### src/rtl/hazard_sequencer.sv
// ---------------------------------------------------------------------------
// hazard_sequencer
//
// Pipeline control sequencer for the RV32I 5-stage core. It works alongside
// the forwarding unit and handles the three cases that forwarding cannot fix:
//   * load-use hazards: the ID instruction needs a value that a load in EX
//     has not fetched yet, so bubbles go into ID/EX while PC and IF/ID hold;
//   * taken branches/jumps resolved in EX: the wrong-path instructions in
//     IF/ID and ID/EX are squashed;
//   * data-memory wait states: the whole pipeline freezes until memory is
//     ready again.
// It also keeps saturating performance counters for stall cycles and branch
// flushes.
//
// Parameters
//   LOAD_STALL_CYCLES  bubbles inserted per load-use hazard (1..15)
//   CNT_W              width of the performance counters
//
// Ports
//   clk           in   system clock, rising-edge active
//   rst           in   synchronous active-high reset
//   IFID_rs1      in   [4:0] rs1 of the instruction in ID
//   IFID_rs2      in   [4:0] rs2 of the instruction in ID
//   IFID_use_rs1  in   ID instruction reads rs1
//   IFID_use_rs2  in   ID instruction reads rs2
//   IDEX_rd       in   [4:0] rd of the instruction in EX
//   IDEX_MemRead  in   EX instruction is a load
//   branch_taken  in   EX resolved a taken branch/jump this cycle
//   mem_busy      in   data memory not ready, pipeline must hold
//   clr_counters  in   synchronous clear of both counters
//   PC_write      out  PC register load enable
//   IFID_write    out  IF/ID register load enable
//   IFID_flush    out  IF/ID loads a NOP
//   IDEX_bubble   out  ID/EX loads zeroed controls
//   pipe_freeze   out  hold EX/MEM, MEM/WB and everything upstream
//   ctrl_state    out  [1:0] current FSM state (RUN=0, LU_STALL=1, MEM_WAIT=2)
//   stall_count   out  [CNT_W-1:0] stall cycles, saturating
//   flush_count   out  [CNT_W-1:0] branch flushes, saturating
// ---------------------------------------------------------------------------
module hazard_sequencer #(
  parameter int LOAD_STALL_CYCLES = 1,
  parameter int CNT_W             = 16
) (
  input  logic             clk,
  input  logic             rst,
  input  logic [4:0]       IFID_rs1,
  input  logic [4:0]       IFID_rs2,
  input  logic             IFID_use_rs1,
  input  logic             IFID_use_rs2,
  input  logic [4:0]       IDEX_rd,
  input  logic             IDEX_MemRead,
  input  logic             branch_taken,
  input  logic             mem_busy,
  input  logic             clr_counters,
  output logic             PC_write,
  output logic             IFID_write,
  output logic             IFID_flush,
  output logic             IDEX_bubble,
  output logic             pipe_freeze,
  output logic [1:0]       ctrl_state,
  output logic [CNT_W-1:0] stall_count,
  output logic [CNT_W-1:0] flush_count
);

  typedef enum logic [1:0] {
    RUN      = 2'b00,
    LU_STALL = 2'b01,
    MEM_WAIT = 2'b10
  } state_t;

  // Number of extra bubbles loaded into the remaining-count register when a
  // load-use hazard is first seen (the first bubble is issued from RUN).
  localparam logic [3:0] EXTRA_BUBBLES = 4'(LOAD_STALL_CYCLES - 1);

  state_t           r_state;
  state_t           r_retState;
  logic [3:0]       r_remain;
  logic [CNT_W-1:0] r_stallCount;
  logic [CNT_W-1:0] r_flushCount;

  state_t           w_nextState;
  state_t           w_nextRet;
  state_t           w_evalState;
  logic [3:0]       w_nextRemain;
  logic             w_stallInc;
  logic             w_flushInc;
  logic             w_lu;

  // A load-use hazard exists when the load in EX writes a real register that
  // the ID instruction actually reads. x0 is never a hazard because its value
  // is constant.
  assign w_lu = IDEX_MemRead && (IDEX_rd != 5'd0) &&
                ((IFID_use_rs1 && (IFID_rs1 == IDEX_rd)) ||
                 (IFID_use_rs2 && (IFID_rs2 == IDEX_rd)));

  // While memory is stalled the pipeline is frozen, so the state we were in
  // before the freeze is the one whose rules apply once memory is ready.
  // Evaluating that state directly lets the release cycle act in the same
  // cycle instead of wasting one cycle returning to it.
  assign w_evalState = (r_state == MEM_WAIT) ? r_retState : r_state;

  // Next-state and control outputs. Priority is memory wait, then taken
  // branch, then load-use/pending bubbles, in every state.
  always_comb begin
    PC_write     = 1'b1;
    IFID_write   = 1'b1;
    IFID_flush   = 1'b0;
    IDEX_bubble  = 1'b0;
    pipe_freeze  = 1'b0;
    w_nextState  = r_state;
    w_nextRet    = r_retState;
    w_nextRemain = r_remain;
    w_stallInc   = 1'b0;
    w_flushInc   = 1'b0;

    if (rst) begin
      // Reset holds fetch and fills the front of the pipe with NOPs.
      PC_write     = 1'b0;
      IFID_write   = 1'b0;
      IFID_flush   = 1'b1;
      IDEX_bubble  = 1'b1;
      w_nextState  = RUN;
      w_nextRet    = RUN;
      w_nextRemain = 4'd0;
    end else if (mem_busy) begin
      // Freeze everything; the pending bubble count is kept so the stall
      // resumes exactly where it left off. A branch in EX is held and will
      // be presented again after the freeze, so it is ignored here.
      PC_write    = 1'b0;
      IFID_write  = 1'b0;
      pipe_freeze = 1'b1;
      w_stallInc  = 1'b1;
      w_nextState = MEM_WAIT;
      w_nextRet   = w_evalState;
    end else if (branch_taken) begin
      // Squash the wrong-path instructions; any outstanding load-use bubbles
      // belong to the squashed path and are dropped.
      IFID_flush   = 1'b1;
      IDEX_bubble  = 1'b1;
      w_flushInc   = 1'b1;
      w_nextState  = RUN;
      w_nextRemain = 4'd0;
    end else if (w_evalState == LU_STALL) begin
      // The load has moved on to MEM so the hazard is no longer visible;
      // keep inserting bubbles until the count runs out.
      PC_write     = 1'b0;
      IFID_write   = 1'b0;
      IDEX_bubble  = 1'b1;
      w_stallInc   = 1'b1;
      w_nextRemain = r_remain - 4'd1;
      w_nextState  = (r_remain <= 4'd1) ? RUN : LU_STALL;
    end else begin
      w_nextState = RUN;
      if (w_lu) begin
        PC_write    = 1'b0;
        IFID_write  = 1'b0;
        IDEX_bubble = 1'b1;
        w_stallInc  = 1'b1;
        if (LOAD_STALL_CYCLES > 1) begin
          w_nextRemain = EXTRA_BUBBLES;
          w_nextState  = LU_STALL;
        end
      end
    end
  end

  // State, pending bubble count and performance counters. Counter clear has
  // priority over an increment in the same cycle, and counters stick at
  // all-ones instead of wrapping.
  always_ff @(posedge clk) begin
    if (rst) begin
      r_state      <= RUN;
      r_retState   <= RUN;
      r_remain     <= 4'd0;
      r_stallCount <= '0;
      r_flushCount <= '0;
    end else begin
      r_state    <= w_nextState;
      r_retState <= w_nextRet;
      r_remain   <= w_nextRemain;

      if (clr_counters) begin
        r_stallCount <= '0;
      end else if (w_stallInc && (r_stallCount != {CNT_W{1'b1}})) begin
        r_stallCount <= r_stallCount + 1'b1;
      end

      if (clr_counters) begin
        r_flushCount <= '0;
      end else if (w_flushInc && (r_flushCount != {CNT_W{1'b1}})) begin
        r_flushCount <= r_flushCount + 1'b1;
      end
    end
  end

  assign ctrl_state  = r_state;
  assign stall_count = r_stallCount;
  assign flush_count = r_flushCount;

endmodule
### config.mk
export PLATFORM = sky130hd
export DESIGN_NAME = hazard_sequencer
export DESIGN_NICKNAME = d
export VERILOG_FILES = /design/src/rtl/hazard_sequencer.sv
export SDC_FILE = /design/constraint.sdc
export NUM_CORES = 1
export LEC_CHECK = 0
export ABC_AREA = 0
export CAP_MARGIN = 20
export CORE_UTILIZATION = 46
export DETAILED_ROUTE_END_ITERATION = 8
export PLACE_DENSITY = 0.79
export SETUP_SLACK_MARGIN = 0.2
export SKIP_LAST_GASP = 1
export SYNTH_ARGS = -nofsm -noshare
export SYNTH_HDL_FRONTEND = slang
export SYNTH_SLANG_ARGS = --single-unit
### constraint.sdc
create_clock -name clk -period 3.7 [get_ports clk]
set_input_delay 0.74 -clock clk [delete_from_list [all_inputs] [get_ports clk]]
set_output_delay 0.74 -clock clk [all_outputs]
set_load 0.01 [all_outputs]
==> results.toml, run 1 <==
# physical design summary
[power_and_ir_drop]
seq_power_share_pct = 52.2

[critical_path]
crit_path_start_kind = "primary input"
crit_path_top_delay_cell = "clkdlybuf4s50_1"
crit_type = "in -> out"

[final_layout]
seq_area_um2 = 801
final_cell_mix = "clkdlybuf4s50_1 (58), dfxtp_1 (40), nor2_1 (30)"
comb_area_mm2 = 0.00129

[route]
drc = 12
routed_wl_mm = 5.56
drtIter0Drc = 154

[final_timing]
final_max_slew_viol_count = 0
finalSetupViolations = 0
min_period_ns = 3.41

[place]
port_buffers = 61
post_dp_cell_area_mm2 = 0.00283
dp_slack_ns = -0.101

[floorplanning]
die_area_mm2 = 0.00499

[synthesis]
synth_seq_share_pct = 36.9
ys_ff = 40
async_flop_share_pct = 0

[status]
failed_checks = "design-rule violations"
status = "finished with violations"

[worst_hold_path]
worstHoldStart = "stall_count[4]"

[grt]
grt_start_max_net_pins = 27
-- run 1: critical path, delay by kind of cell --
| kind | cells | cell delay [ns] |
|---|---|---|
| buf+inv | 3 | 0.84 |
| compound gates | 3 | 0.53 |
| simple gates | 2 | 0.39 |
| xor+xnor | 1 | 0.16 |
-- run 1: final cells by class --
class | instances | share of cell area [%]
Multi-Input combinational cell | 204 | 43.8
Sequential cell | 40 | 27.2
Timing Repair Buffer | 69 | 22.6
Clock buffer | 7 | 2.93
Tap cell | 52 | 2.21
Inverter | 8 | 1.02
Clock inverter | 1 | 0.255
-- run 1: layer usage --
metal / wire length (um) / global-route usage (%) / share of wire, %
met5: 0 / 0 / 0
met4: 59 / 6.67 / 1.1
met3: 340 / 4.99 / 6.1
met2: 2730 / 41.9 / 49
met1: 2430 / 27.6 / 44
-- run 1: cells in the mapped netlist (4+ instances only) --
cell type	number
o21ai_0	8
clkbuf_1	6
nor2_1	30
mux2i_1	7
nor4_1	5
dfxtp_1	40
nor3_1	12
a21oi_1	14
or4_1	7
ha_1	4
nand4_1	8
nand3_1	12
o31ai_1	6
inv_1	8
or3_1	7
xor2_1	13
nand2_1	22
xnor2_1	11
-- run 1: kinds of logic after synthesis --
| logic type | synth area share [%] |
|---|---|
| flip-flops | 36.9 |
| AND/OR/NAND/NOR | 29.6 |
| multiplexers | 3.23 |
| XOR/XNOR | 9.69 |
| buffers and inverters | 4.50 |
| adder cells (fa/ha/maj) | 2.31 |
| AND-OR/OR-AND | 13.7 |
-- run 1: path summary, 6_finish.rpt --
check | slack, ns | cells after the start | endpoint
setup / recovery | 0.29 | 9 | IDEX_bubble
hold / removal | 0.49 | 2 | stall_count[4]
setup reg to reg | 1.44 | 7 | stall_count[3]
hold reg to reg | 0.49 | 2 | stall_count[4]
Figure 1. PDN straps and rails (run 1).
The bar under the picture is 20 um long. Pins as bars on the die edge.
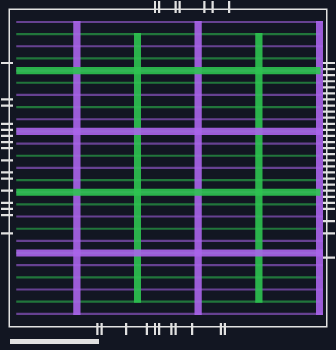
- green: VDD
- purple: VSS
- rows: 24
- met4 straps: 5
- met1 rails: 25
- met5 straps: 4
Die Ht: 70.7 um
Die X: 70.7 um

Figure 2. Cells colored by class (run 1).
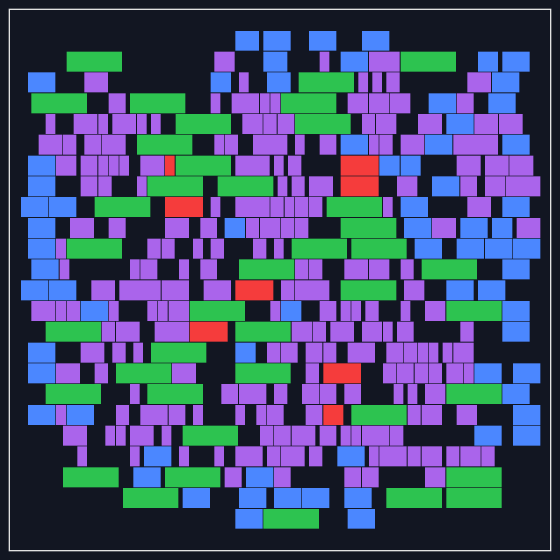
- red: clock drivers and dummy loads (cells 8)
- blue: remaining buffers and delay cells (cells 69)
- green: registers (cells 40)
- purple: remaining logic cells (cells 212)
Finished Cell Area: 0.00295 mm^2
placement row count: 24
flop share of the area: 27.2%
utilization after layout: 66.3%
core area: 0.00444 mm^2

Figure 3. Clock wires, drivers and flops (run 1).
The bar under the picture is 20 um long.
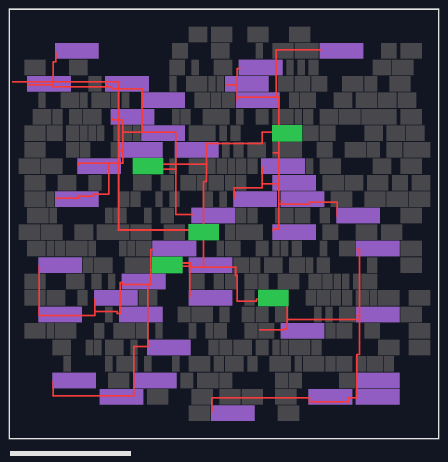
- red: clock wires (length 472 um)
- purple: flip-flops (count 40)
- green: clock-net drivers (count 5)
- routed clock nets: 6
Latency at later pin: 0.28 ns
clock network fraction of total power: 36.0%
Clk. pwr: 0.000299 W
clk_skew: 0.00281 ns

Figure 4. Routed metal, one color a layer (run 1).
The bar under the picture is 20 um long.
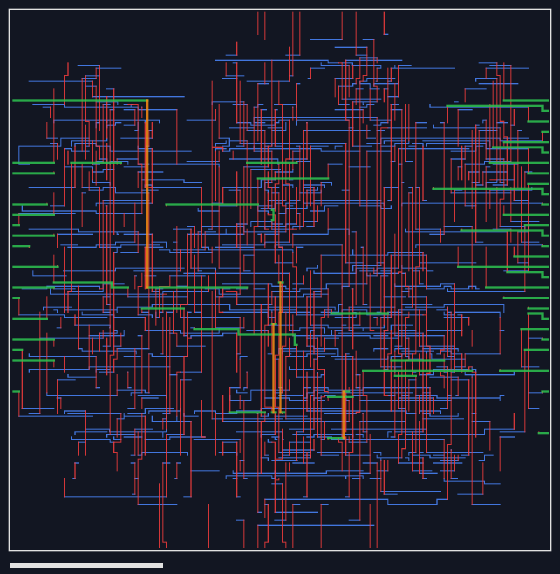

==> run 1 -> run 2 <==
--- a/config.mk
+++ b/config.mk
@@ -8,6 +8,7 @@
 export ABC_AREA = 0
 export CAP_MARGIN = 20
 export CORE_UTILIZATION = 46
+export CTS_BUF_LIST = sky130_fd_sc_hd__clkbuf_2 sky130_fd_sc_hd__clkbuf_4 sky130_fd_sc_hd__clkbuf_8
 export DETAILED_ROUTE_END_ITERATION = 8
 export PLACE_DENSITY = 0.79
 export SETUP_SLACK_MARGIN = 0.2
Figure 5. Routed metal, one color a layer (run 2).
The bar under the picture is 20 um long.
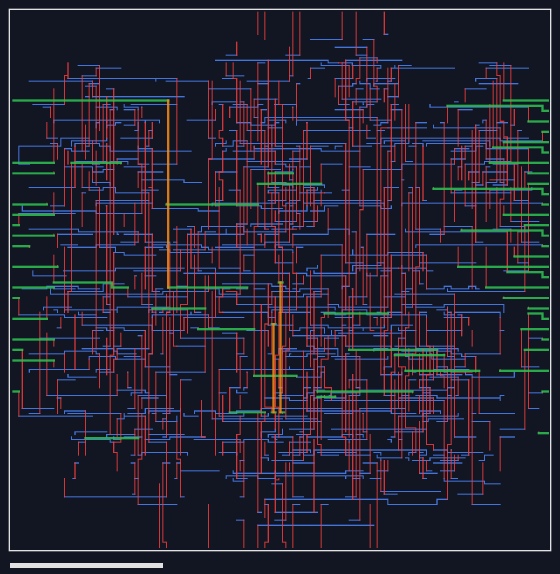
- blue: M1 (wire length 2,410 um)
- red: M2 (wire length 2,780 um)
- orange: M4 (wire length 53.0 um)
- green: M3 (wire length 354 um)
Total GRT Usage: 23.2%
Post-Route WL: 5.60 mm
wire per inst: 14.7 um

Figure 6. PDN straps and rails (run 2).
The bar under the picture is 20 um long. Pins as bars on the die edge.
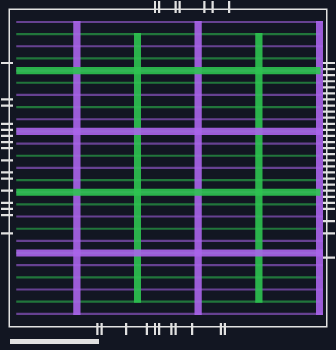
- green: VDD
- purple: VSS
- rows: 24
- met4 straps: 5
- met5 straps: 4
VDD IR max: 154 uV

Figure 7. Cells colored by class (run 2).
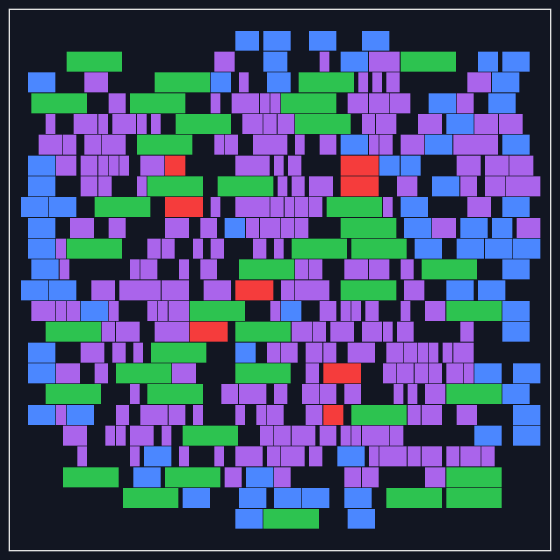
- red: clock drivers and dummy loads (cells 8)
- purple: remaining logic cells (cells 212)
- green: registers (cells 40)
- blue: remaining buffers and delay cells (cells 69)
utilization after layout: 66.4%
Finished Cell Area: 0.00295 mm^2
flop share of the area: 27.1%

==> run 2 against run 1 <==
The flow still finishes with violations (design-rule violations). Combinational power barely moved. Die size did not move. Clock power rose by 2%. Critical path type unchanged. Critical endpoint unchanged. Largest cell class unchanged.
==> results.toml, run 2 <==
# physical design summary
[final_timing]
finalSetupViolations = 0
min_period_ns = 3.41
worst_pin_slew_ns = 0.692
final_max_slew_viol_count = 0

[synthesis]
fa_ha_area_share_pct = 2.31
synth_seq_share_pct = 36.9
ys_ff = 40
aoi_share_pct = 13.7
xor_share_pct = 9.69
synthSimpleGateAreaFrac_pct = 29.6
async_flop_share_pct = 0
synth.area.mux_share_pct = 3.23
yosysMostFrequentCell = "dfxtp_1"
top_logic_kind = "simple AND/OR/NAND/NOR gates"
yosys-top-cells-count = "dfxtp_1 (40), nor2_1 (30), nand2_1 (22), a21oi_1 (14), xor2_1 (13)"

[place]
post_dp_cell_area_mm2 = 0.00283
port_buffers = 61
place_congestion = 0.847

[critical_path]
critPathMaxStageDelay_ns = 0.42
crit_family = "buffers and inverters"
crit_arrival_ns = 2.67
crit_path_start_kind = "primary input"
crit_path_end_kind = "output pin"
cp.buffers_inverters = 3
crit_path_top_delay_cell = "clkdlybuf4s50_1"
crit_type = "in -> out"

[route]
drtIter0Drc = 150
vias_per_cell = 5.72
drc = 12

[floorplanning]
fp.coreArea_mm2 = 0.00444
die_area_mm2 = 0.00499
rows = 24
fp.dieH_um = 70.7
die_w_um = 70.7

[grt]
grt_pass1_wl_mm = 9.36
grt_start_max_net_pins = 27

[final_layout]
final_cell_mix = "clkdlybuf4s50_1 (58), dfxtp_1 (40), nor2_1 (30)"
antenna_cells = 0

[status]
failed_checks = "design-rule violations"
status = "finished with violations"

[cts]
clockRootBuffer = "clkbuf_8"
insertion_delay_ns = 0.28
-- run 2: what timing repair did --
item                       4_1_cts  5_1_grt
buffers inserted                 1        0
resized                          8        0
setup endpoints to repair        3        0
hold buffers                     0        0
-- run 2: area by class of cell --
| cell class | instances | area, um^2 |
|---|---|---|
| sequential | 40 | 801 |
| clock buffer | 7 | 90.1 |
| inverter | 8 | 30.0 |
| tap | 52 | 65.1 |
| timing repair buffer | 69 | 667 |
| multi-input combinational | 204 | 1290 |
| fill | 390 | 1490 |
| clock inverter | 1 | 7.51 |
-- run 2: metal layers --
metal	vias to the layer above	GRT usage, %	routed length (um)
met3	6	4.99	353
met2	81	41.7	2780
li1	1081	-	-
met4	0	7.33	53
met5	-	0	0
met1	1013	27.8	2410
-- run 2: power by group --
part | internal, W | total, W | leakage (nW) | switching [W]
Combinational | 0.0000472 | 0.0000974 | 0.617 | 0.0000502
Clock | 0.000159 | 0.000306 | 0.0479 | 0.000147
Sequential | 0.000431 | 0.000433 | 0.322 | 0.00000197
-- run 2: through the flow --
stage               hold slack [ns]  TNS, ns  setup slack [ns]
global placement              0.475   -0.104           -0.0520
detailed placement            0.484   -0.215            -0.101
floorplan                     0.458        0             0.765
global route                  0.515        0             0.214
finish                        0.493        0             0.289
CTS                           0.495        0             0.292
-- run 2: final timing paths --
path	slack (ns)	endpoint	cells after the start	start
setup / recovery	0.29	IDEX_bubble	9	IDEX_rd[1]
setup reg to reg	1.42	stall_count[3]	7	stall_count[1]
hold / removal	0.49	stall_count[4]	2	stall_count[4]
hold reg to reg	0.49	stall_count[4]	2	stall_count[4]
-- run 2: worst register-to-register path: stages, from the launching register on --
cell and delay [ns]:
dfxtp_1 0.46, ha_1 0.29, and2_1 0.28, nand3_1 0.13, o21ai_1 0.45, buf_4 0.30, o311ai_0 0.17, o41ai_1 0.11
Power is estimated from default activity; no workload was simulated.
